## src/rtl/core_fetch_buf.sv

```systemverilog
// rtl/core_fetch_buf.sv - instruction fetch unit with PC, redirect and DEPTH-entry decode buffer
module core_fetch_buf #(
    parameter int              XLEN     = 32,
    parameter int              DEPTH    = 4,
    parameter logic [XLEN-1:0] RESET_PC = '0
) (
    input  logic              clk,
    input  logic              rst,
    input  logic              en,
    input  logic              redirect_en,
    input  logic [XLEN-1:0]   redirect_pc,
    output logic              inst_req_en,
    output logic [XLEN-1:0]   inst_req_addr,
    output logic [XLEN/8-1:0] inst_req_mask,
    input  logic              inst_rsp_done,
    input  logic              inst_rsp_valid,
    input  logic [XLEN-1:0]   inst_rsp_data,
    output logic              rdy,
    output logic              dec_valid,
    output logic [XLEN-1:0]   dec_inst,
    output logic [XLEN-1:0]   dec_pc,
    output logic              dec_fault,
    input  logic              dec_rdy
);

    localparam int AW = $clog2(DEPTH);
    localparam int CW = AW + 1;
    localparam logic [CW-1:0] DEPTH_C = CW'(DEPTH);

    logic [XLEN-1:0] pc;
    logic            halted;
    logic [XLEN-1:0] inst_mem  [DEPTH];
    logic [XLEN-1:0] pc_mem    [DEPTH];
    logic            fault_mem [DEPTH];
    logic [AW-1:0]   wr_ptr;
    logic [AW-1:0]   rd_ptr;
    logic [CW-1:0]   count;
    logic            push;
    logic            pop;

    // rst gating keeps the request quiet for the whole reset pulse, not just after the edge
    assign inst_req_en   = !rst && en && !halted && !redirect_en && (count < DEPTH_C);
    assign inst_req_addr = pc;
    assign inst_req_mask = '1;

    assign push = inst_req_en && inst_rsp_done;
    assign pop  = dec_valid && dec_rdy && !redirect_en;
    assign rdy  = push;

    assign dec_valid = (count != '0);
    assign dec_inst  = inst_mem[rd_ptr];
    assign dec_pc    = pc_mem[rd_ptr];
    assign dec_fault = fault_mem[rd_ptr];

    always_ff @(posedge clk or posedge rst) begin
        if (rst) begin
            pc     <= RESET_PC;
            halted <= 1'b0;
            wr_ptr <= '0;
            rd_ptr <= '0;
            count  <= '0;
            for (int i = 0; i < DEPTH; i++) begin
                inst_mem[i]  <= '0;
                pc_mem[i]    <= '0;
                fault_mem[i] <= 1'b0;
            end
        end else if (redirect_en) begin
            pc     <= {redirect_pc[XLEN-1:2], 2'b00};
            halted <= 1'b0;
            wr_ptr <= '0;
            rd_ptr <= '0;
            count  <= '0;
        end else begin
            if (push) begin
                inst_mem[wr_ptr]  <= inst_rsp_data;
                pc_mem[wr_ptr]    <= pc;
                fault_mem[wr_ptr] <= !inst_rsp_valid;
                wr_ptr            <= wr_ptr + AW'(1);
                // a faulting fetch stalls on its own address until a redirect
                if (inst_rsp_valid) begin
                    pc <= pc + XLEN'(4);
                end else begin
                    halted <= 1'b1;
                end
            end
            if (pop) begin
                rd_ptr <= rd_ptr + AW'(1);
            end
            if (push && !pop) begin
                count <= count + CW'(1);
            end else if (!push && pop) begin
                count <= count - CW'(1);
            end
        end
    end

endmodule

```

## config.mk

```make
export PLATFORM = sky130hd
export DESIGN_NAME = core_fetch_buf
export DESIGN_NICKNAME = d
export VERILOG_FILES = /design/src/rtl/core_fetch_buf.sv
export SDC_FILE = /design/constraint.sdc
export NUM_CORES = 1
export LEC_CHECK = 0
export ABC_AREA = 1
export ABC_CLOCK_PERIOD_IN_PS = 9100
export CORE_MARGIN = 2
export CORE_UTILIZATION = 50
export DETAILED_ROUTE_END_ITERATION = 10
export PLACE_DENSITY = 0.78
export SYNTH_ARGS = -nofsm -noshare
export SYNTH_HDL_FRONTEND = slang
export SYNTH_SLANG_ARGS = --single-unit
```

## constraint.sdc

```tcl
create_clock -name clk -period 9.1 [get_ports clk]
set_input_delay 0.91 -clock clk [delete_from_list [all_inputs] [get_ports clk]]
set_output_delay 0.91 -clock clk [all_outputs]
set_load 0.02 [all_outputs]
```

### Met2 routing, run 1

Cells faint in the background.
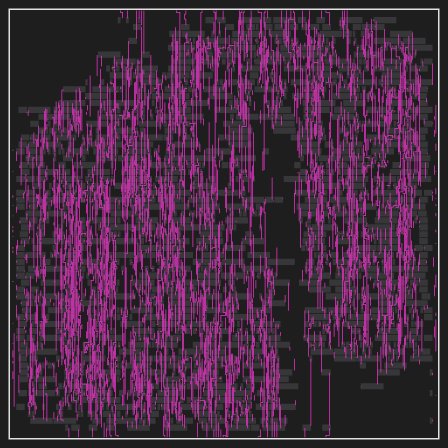
The layer carries 16000 µm of wire. The layer holds 46% of the routed length. The longest straight run is 77.2 µm. 1403 nets have wire on it. The wires run mostly vertical.

### Placed standard cells, run 1

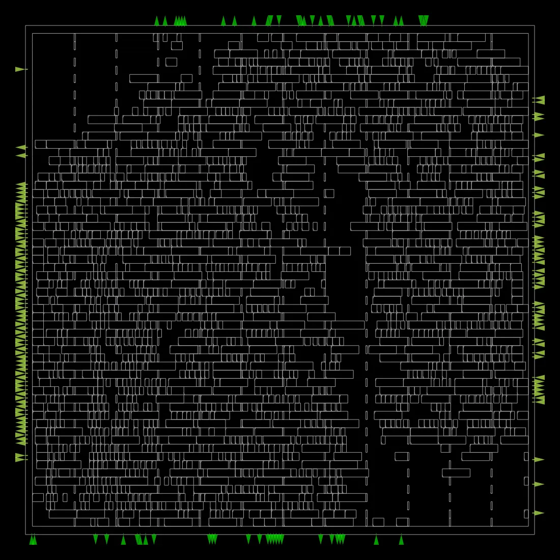
final cell count without fillers: 2118
Row Count: 60
final core occ: 0.604
sequential share of cell area: 0.449

### Placement density heat map, run 1

The die is cut into 17 by 17 equal tiles; white is low, dark blue is high, 0 to 100% covered.
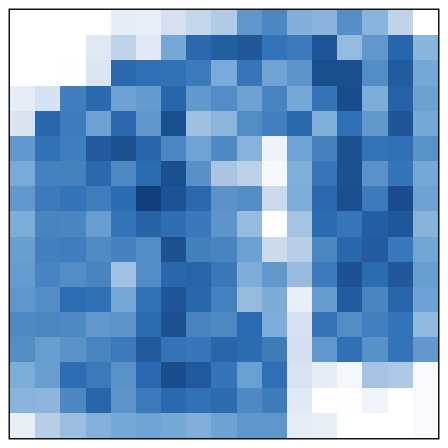
The fullest tile reaches 94%. The mean over all tiles is 56%. 22% of the tiles are over 75% full. 6.2% of the tiles are nearly empty.
Initial Util: 0.505
Core ar.: 26800 µm²

-- run 1: sequential cells by signal, indices dropped and copies added, names as in the netlist --
name           flops
wr_ptr             2
rd_ptr             2
inst_req_addr     30
pc_mem           120
count              3
fault_mem          4
halted             1
inst_mem         128
-- run 1: synth_stat cells, drive strengths merged --
cell type	count	area share
nand3b	1	0.00055
nand4	2	0.0020
a211oi	1	0.00055
clkbuf	61	0.017
or2	1	0.00046
a21oi	11	0.0041
fa	1	0.0015
dfrtp	290	0.54
o21ai	392	0.15
o211ai	6	0.0033
ha	5	0.0046
nor2	203	0.058
buf	50	0.029
a22oi	1	0.00055
nand2	417	0.12
nor3	2	0.00074
xor2	3	0.0019
conb	2	0.00055
and2	1	0.00046
o22ai	68	0.031
a31oi	1	0.00046
nand3	48	0.018
inv	84	0.023
==> results_slide.txt, run 1 <==
Run Summary

Power
  • PD cells: 270 nW/µm²
  • Power share of the combinational group: 0.327
  • Seq pwr share: 0.378
  • P_comb: 1.43 mW
  • Peak VDD IR: 0.125 mV
  • Power Total: 4.37 mW
  • NetSw: 1.49 mW
  • Sw Ratio: 0.341
  • Internal: 2.88 mW
  • Biggest consumer: registers
  • Power in sequential cells: 1.65 mW

Clock network
  • CTS clk-pin slew, worst paths: 0.06 ns
  • Clock root buffer: clkbuf_16
  • CTS tree: built
  • Number of buffers added for setup after CTS: 0
  • CTS buffer count: 31

Finish
  • Final net count: 1831
  • Area growth syn-to-layout: 19.5%
  • Layout cells sized above 1: 0.0512
  • Final Instance Area: 16200 µm²
  • Final-layout clock buffer total: 43
  • # fillers: 2329
  • Logic share of the area: 0.332
  • Buffering overhead: 0.107
  • Invs w/o clock: 84

Run
  • OpenROAD warning count: 33
  • Max-cap violations: 0

Critical path
  • Crit Path Class: reg -> out
  • Slowest CP cell: dfrtp_4
  • Crit. Startpoint: rd_ptr[0]
  • RR Endpoint: rd_ptr[0]
  • Capturing element type of the critical path: output port
  • Max incr delay on CP: 0.85 ns
  • Flop2flop setup slack: 6.48 ns
  • Crit path DRT: 8.19 ns
  • WP buf/inv: 3
  • Cell count along the critical path: 5
  • Worst r2r path cells: 3
  • Worst-path maximum fanout: 75
  • RR Startpoint: rd_ptr[0]

Global route
  • GRT busiest layer: met2
  • Largest net degree at the start of global routing: 174
  • Initial antenna violation count: 0
  • M3 GR Usage: 0.0388
  • Vias in the first global route: 11300

Timing
  • RSZ-0062 raised after global routing: no
  • Slew Limit Headroom: 0.288
  • Setup violators final: 0
  • Clock Skews: 0.00833 ns
  • Final Critical Period: 4.75 ns
  • Final Slew Violations: 0

Yosys
  • Mux share: 0
  • Dominant kind of combinational cell: simple AND/OR/NAND/NOR gates
  • Synthesized area: 13500 µm²
  • Syn_area_per_cell: 8.20 µm²
  • Yosys reg bits: 290
  • Ys cells: 1651
  • Register area share after synthesis: 0.536
  • Chip area in the Yosys report: 13500 µm²
  • Yosys warns: 0

Die
  • TAP cells: 341
  • Die width: 169 µm
  • Height of the die: 169 µm
  • Die Size: 28400 µm²

Route
  • Initial DRC Count: 1019
  • Via count: 11800

Placement
  • Placement Setup Slack: 4.97 ns
  • Final GP Congestion: 0.887
  • DP Area: 15100 µm²

Hold path
  • Hold crit path type: reg -> reg
  • Hold path endpoint: inst_mem[94]
  • Hold Crit Depth: 2
  • Hold Startpoint: inst_mem[94]

Outcome
  • Status: complete, no violations
### M1 wires, run 1

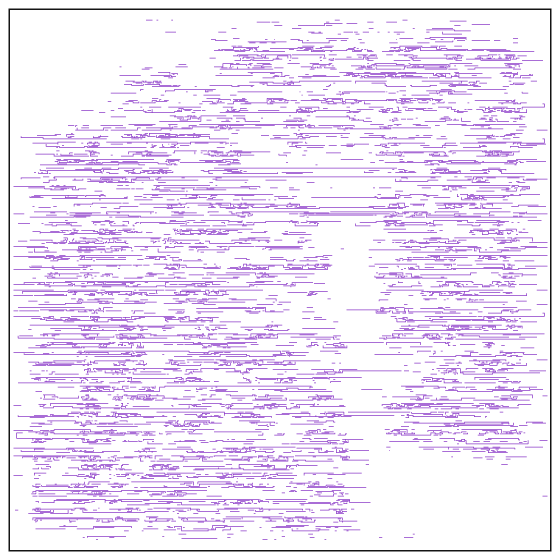

## Run 2: what changed since run 1
--- a/config.mk
+++ b/config.mk
@@ -6,7 +6,7 @@
 export NUM_CORES = 1
 export LEC_CHECK = 0
 export ABC_AREA = 1
-export ABC_CLOCK_PERIOD_IN_PS = 9100
+export ABC_CLOCK_PERIOD_IN_PS = 4000
 export CORE_MARGIN = 2
 export CORE_UTILIZATION = 50
 export DETAILED_ROUTE_END_ITERATION = 10
==> constraint.sdc (replaced) <==
create_clock -name clk -period 4 [get_ports clk]
set_input_delay 0.4 -clock clk [delete_from_list [all_inputs] [get_ports clk]]
set_output_delay 0.4 -clock clk [all_outputs]
set_load 0.02 [all_outputs]
### M1 wires, run 2

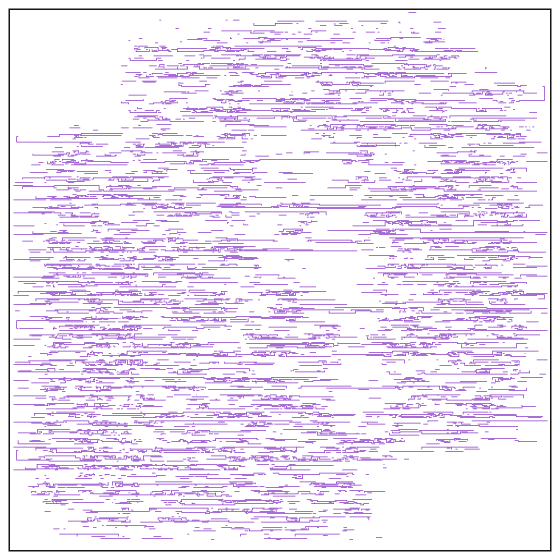
1691 nets have wire on it. The longest straight run is 42.8 µm. The layer carries 15500 µm of wire. The wires run mostly horizontal. The layer holds 43% of the routed length.

==> run 2 against run 1 <==
  * Global-route usage up 0.63 points
  * Synthesized cell count unchanged
  * Via count increased by 1.3%
  * Wire length rose by 2.6%
  * Critical endpoint is now dec_pc[14]
==> results_slide.txt, run 2 <==
Run Summary

Finish
  • Largest register FFs: 128 (unchanged)
  • Logic share of the area: 0.332 (+0.000677)
  • Final core occ: 0.608 (+0.00411)
  • Final Instance Area: 16300 µm² (+0.68%)
  • Layout cells sized above 1: 0.0550 (+0.00378)

Critical path
  • Worst-path maximum fanout: 34 (-55%)
  • RR Endpoint: inst_req_addr[28]
  • Flop2flop setup slack: 1.88 ns (-4.60 ns)
  • Crit path DRT: 3.60 ns (-4.59 ns)

Global route
  • GRT busiest layer: met2
  • M3 GR Usage: 0.0470 (+0.00818)

Route
  • Via count: 11900 (+1.3%)

Yosys
  • Syn_area_per_cell: 8.20 µm² (unchanged)
  • Synthesized area: 13500 µm² (unchanged)
  • EDFF count, synth: 0 (unchanged)
  • Yosys warns: 0 (unchanged)
  • Synth top cell by count: nand2_1
  • Ys flop type: dfrtp_1
  • Mux share: 0 (unchanged)

Placement
  • DP Area: 15300 µm² (+1.3%)
  • Placement Setup Slack: 1.20 ns (-3.77 ns)

Die
  • Row Count: 60 (unchanged)
  • Height of the die: 169 µm (unchanged)
  • Die Size: 28400 µm² (unchanged)

Power
  • P_comb: 3.34 mW (+130%)
  • Sw Ratio: 0.342 (+0.00123)
  • Power share of the combinational group: 0.340 (+0.013)
  • Peak VDD IR: 0.342 mV (+170%)
  • Internal: 6.46 mW (+120%)
  • Power Total: 9.83 mW (+120%)

Run
  • Max-cap violations: 0 (unchanged)

Clock network
  • CTS tree: built
  • Clock root buffer: clkbuf_16
  • CTS clk-pin slew, worst paths: 0.06 ns (about the same)

Outcome
  • Status: complete, no violations

Timing
  • Setup violators final: 0 (unchanged)
  • Final Critical Period: 3.41 ns
### Met2 routing, run 2

Cells faint in the background.
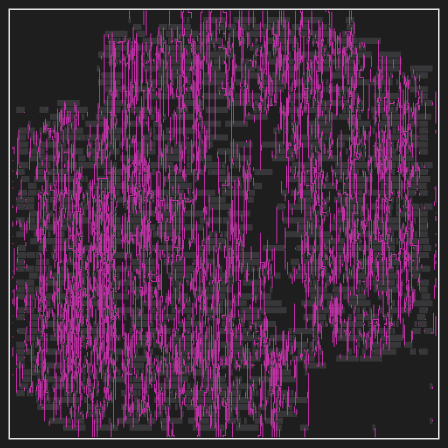
The layer holds 45% of the routed length. 1448 nets have wire on it. The longest straight run is 57.0 µm. The layer carries 16100 µm of wire. The wires run mostly vertical.

[run 2: cell counts after synthesis]
No cell type changed its count.
[run 2: how the worst max path moves through the flow]
stage / cells after the start / endpoint / from / slack [ns]
3_5_place_dp: 4 / dec_pc[14] / rd_ptr[1] / 1.20
2_1_floorplan: 8 / pc_mem[98] / rst / -2.33
3_3_place_gp: 4 / dec_pc[14] / rd_ptr[1] / 1.18
4_1_cts: 4 / dec_pc[14] / rd_ptr[1] / 0.59
5_1_grt: 4 / dec_pc[12] / rd_ptr[1] / 0.48
6_report: 4 / dec_pc[14] / rd_ptr[1] / 0.59
[run 2: worst max-delay path, stage by stage, from the launching register on]
cell             delay (ns)
dfrtp_2                0.81
buf_4                  0.47
o21ai_0                0.15
o22ai_1                0.33
clkdlybuf4s50_1        0.68
### Placed standard cells, run 2

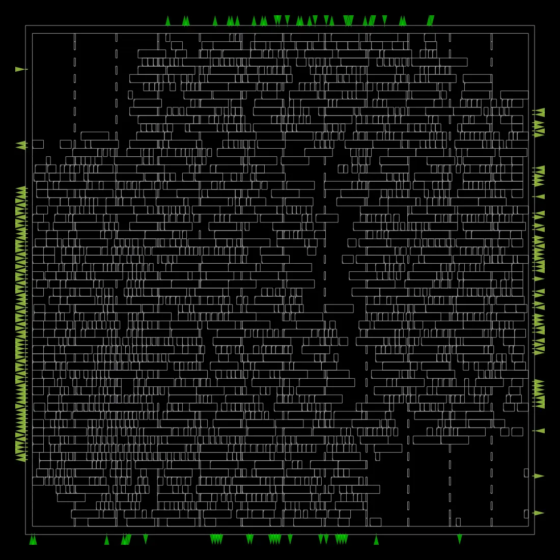

## Run 3: what changed since run 2
--- a/config.mk
+++ b/config.mk
@@ -6,7 +6,7 @@
 export NUM_CORES = 1
 export LEC_CHECK = 0
 export ABC_AREA = 1
-export ABC_CLOCK_PERIOD_IN_PS = 4000
+export ABC_CLOCK_PERIOD_IN_PS = 2730
 export CORE_MARGIN = 2
 export CORE_UTILIZATION = 50
 export DETAILED_ROUTE_END_ITERATION = 10
==> constraint.sdc (replaced) <==
create_clock -name clk -period 2.73 [get_ports clk]
set_input_delay 0.273 -clock clk [delete_from_list [all_inputs] [get_ports clk]]
set_output_delay 0.273 -clock clk [all_outputs]
set_load 0.02 [all_outputs]
### Placed standard cells, run 3

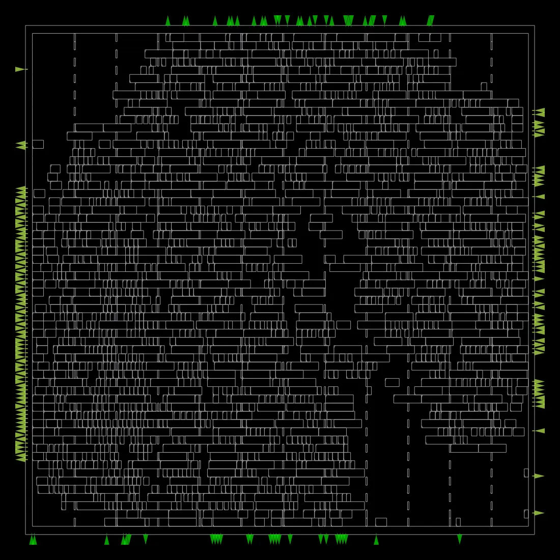
final core occ: 0.618
TAP cells: 341
sequential share of cell area: 0.438
flop count: 290

==> run 3 against run 2 <==
  * Clock power is 49% higher
  * Sequential share of layout area is 0.73 points lower
  * Combinational power is 47% higher
  * Critical path type unchanged
  * Largest cell class unchanged
==> results_slide.txt, run 3 <==
Run Summary

Critical path
  • Flop2flop setup slack: 0.69 ns (-1.19 ns)
  • Worst-path maximum fanout: 47 (+38%)
  • Delay-heaviest family, CP: buffers and inverters
  • CP Capture Point: dec_inst[26]
  • RR Endpoint: inst_req_addr[28]
  • Slowest CP cell: clkdlybuf4s50_1
  • Crit Path Class: reg -> out
  • RR Startpoint: inst_req_addr[3]
  • WP buf/inv: 3 (+1)
  • Crit. Startpoint: rd_ptr[0]
  • Cells along the critical path: clkinv_2, buf_12, nor2_1, o22ai_1, clkdlybuf4s50_1
  • Max incr delay on CP: 0.64 ns (-0.17 ns)
  • Cell count along the critical path: 5 (+1)
  • Crit path DRT: 2.46 ns (-1.14 ns)

Die
  • Die Size: 28400 µm² (unchanged)
  • Row Count: 60 (unchanged)
  • Height of the die: 169 µm (unchanged)

Yosys
  • Chip area in the Yosys report: 13500 µm²
  • Mux share: 0 (unchanged)
  • Ys flop type: dfrtp_1
  • Syn_area_per_cell: 8.20 µm² (unchanged)
  • Ys cells: 1651
  • EDFF count, synth: 0 (unchanged)
  • Yosys warns: 0 (unchanged)
  • Synth top cell by count: nand2_1
  • Largest area contributor in the netlist: dfrtp_1
  • Synthesized area: 13500 µm² (unchanged)

Power
  • Power share of the combinational group: 0.340 (about the same)
  • Peak VDD IR: 0.511 mV (+50%)
  • Clock network power share: 0.284
  • Internal: 9.44 mW (+46%)
  • Sw Ratio: 0.349 (+0.00604)
  • P_comb: 4.92 mW (+47%)

Global route
  • GRT busiest layer: met2
  • M3 GR Usage: 0.0498 (+0.00281)

Route
  • Vias/cell: 5.59
  • DR WL/cell: 16.9 µm
  • Via count: 11900 (+0.050%)

Timing
  • Final hold vios: 0
  • Actual slew at the worst max-slew pin: 0.643 ns
  • Final Critical Period: 2.70 ns
  • Setup violators final: 0 (unchanged)

Outcome
  • Status: complete, no violations

Clock network
  • CTS clk-pin slew, worst paths: 0.06 ns (about the same)
  • Post-cts gate resize count: 15
  • Clock root buffer: clkbuf_16
  • CTS tree: built

Finish
  • Area growth syn-to-layout: 22.4%
  • Largest register FFs: 128 (unchanged)
  • Layout cells sized above 1: 0.0635 (+0.00852)
  • Final net count: 1849
  • Final Instance Area: 16600 µm² (+1.7%)

Placement
  • DP Area: 15400 µm² (+0.82%)

Run
  • Max-cap violations: 0 (unchanged)
### Sequential cells colored by netlist name, run 3

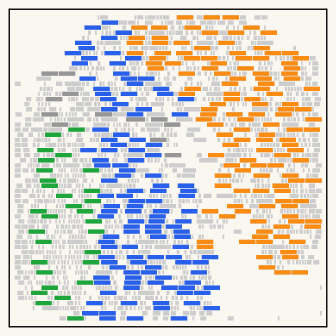
inst_req_addr: marked green, placed flops 30. inst_mem: marked orange, placed flops 128. pc_mem: marked blue, placed flops 120.
Another 12 sequential cells are not colored.
power in sequential cells: 5.45 mW
Sequential cell area: 7260 µm²

run 3: cell counts after synthesis:
Identical to the previous run, type by type.
run 3: per-stage QoR:
stage / hold WS, ns / total power [mW] / setup TNS, ns / setup slack (ns)
after floorplan: 0.367 / 8.30 / -1408.04 / -3.47
after global placement: 0.460 / 10.3 / 0 / 0.471
after detailed placement: 0.466 / 10.4 / 0 / 0.444
after CTS: 0.0181 / 14.6 / 0 / 0.00251
after global routing: 0.0543 / 15.3 / -0.0990 / -0.0258
final: 0.0339 / 14.5 / 0 / 0.0279
run 3: final cells by class:
cell class,instances,area [µm²]
Fill cell,2211,10200
Sequential cell,290,7260
Multi-Input combinational cell,1172,5410
Timing Repair Buffer,193,2120
Clock buffer,50,977
Tap cell,341,427
Inverter,84,325
Clock inverter,6,41.3
Power figures rest on the tool's default switching activity, not on a simulated workload.
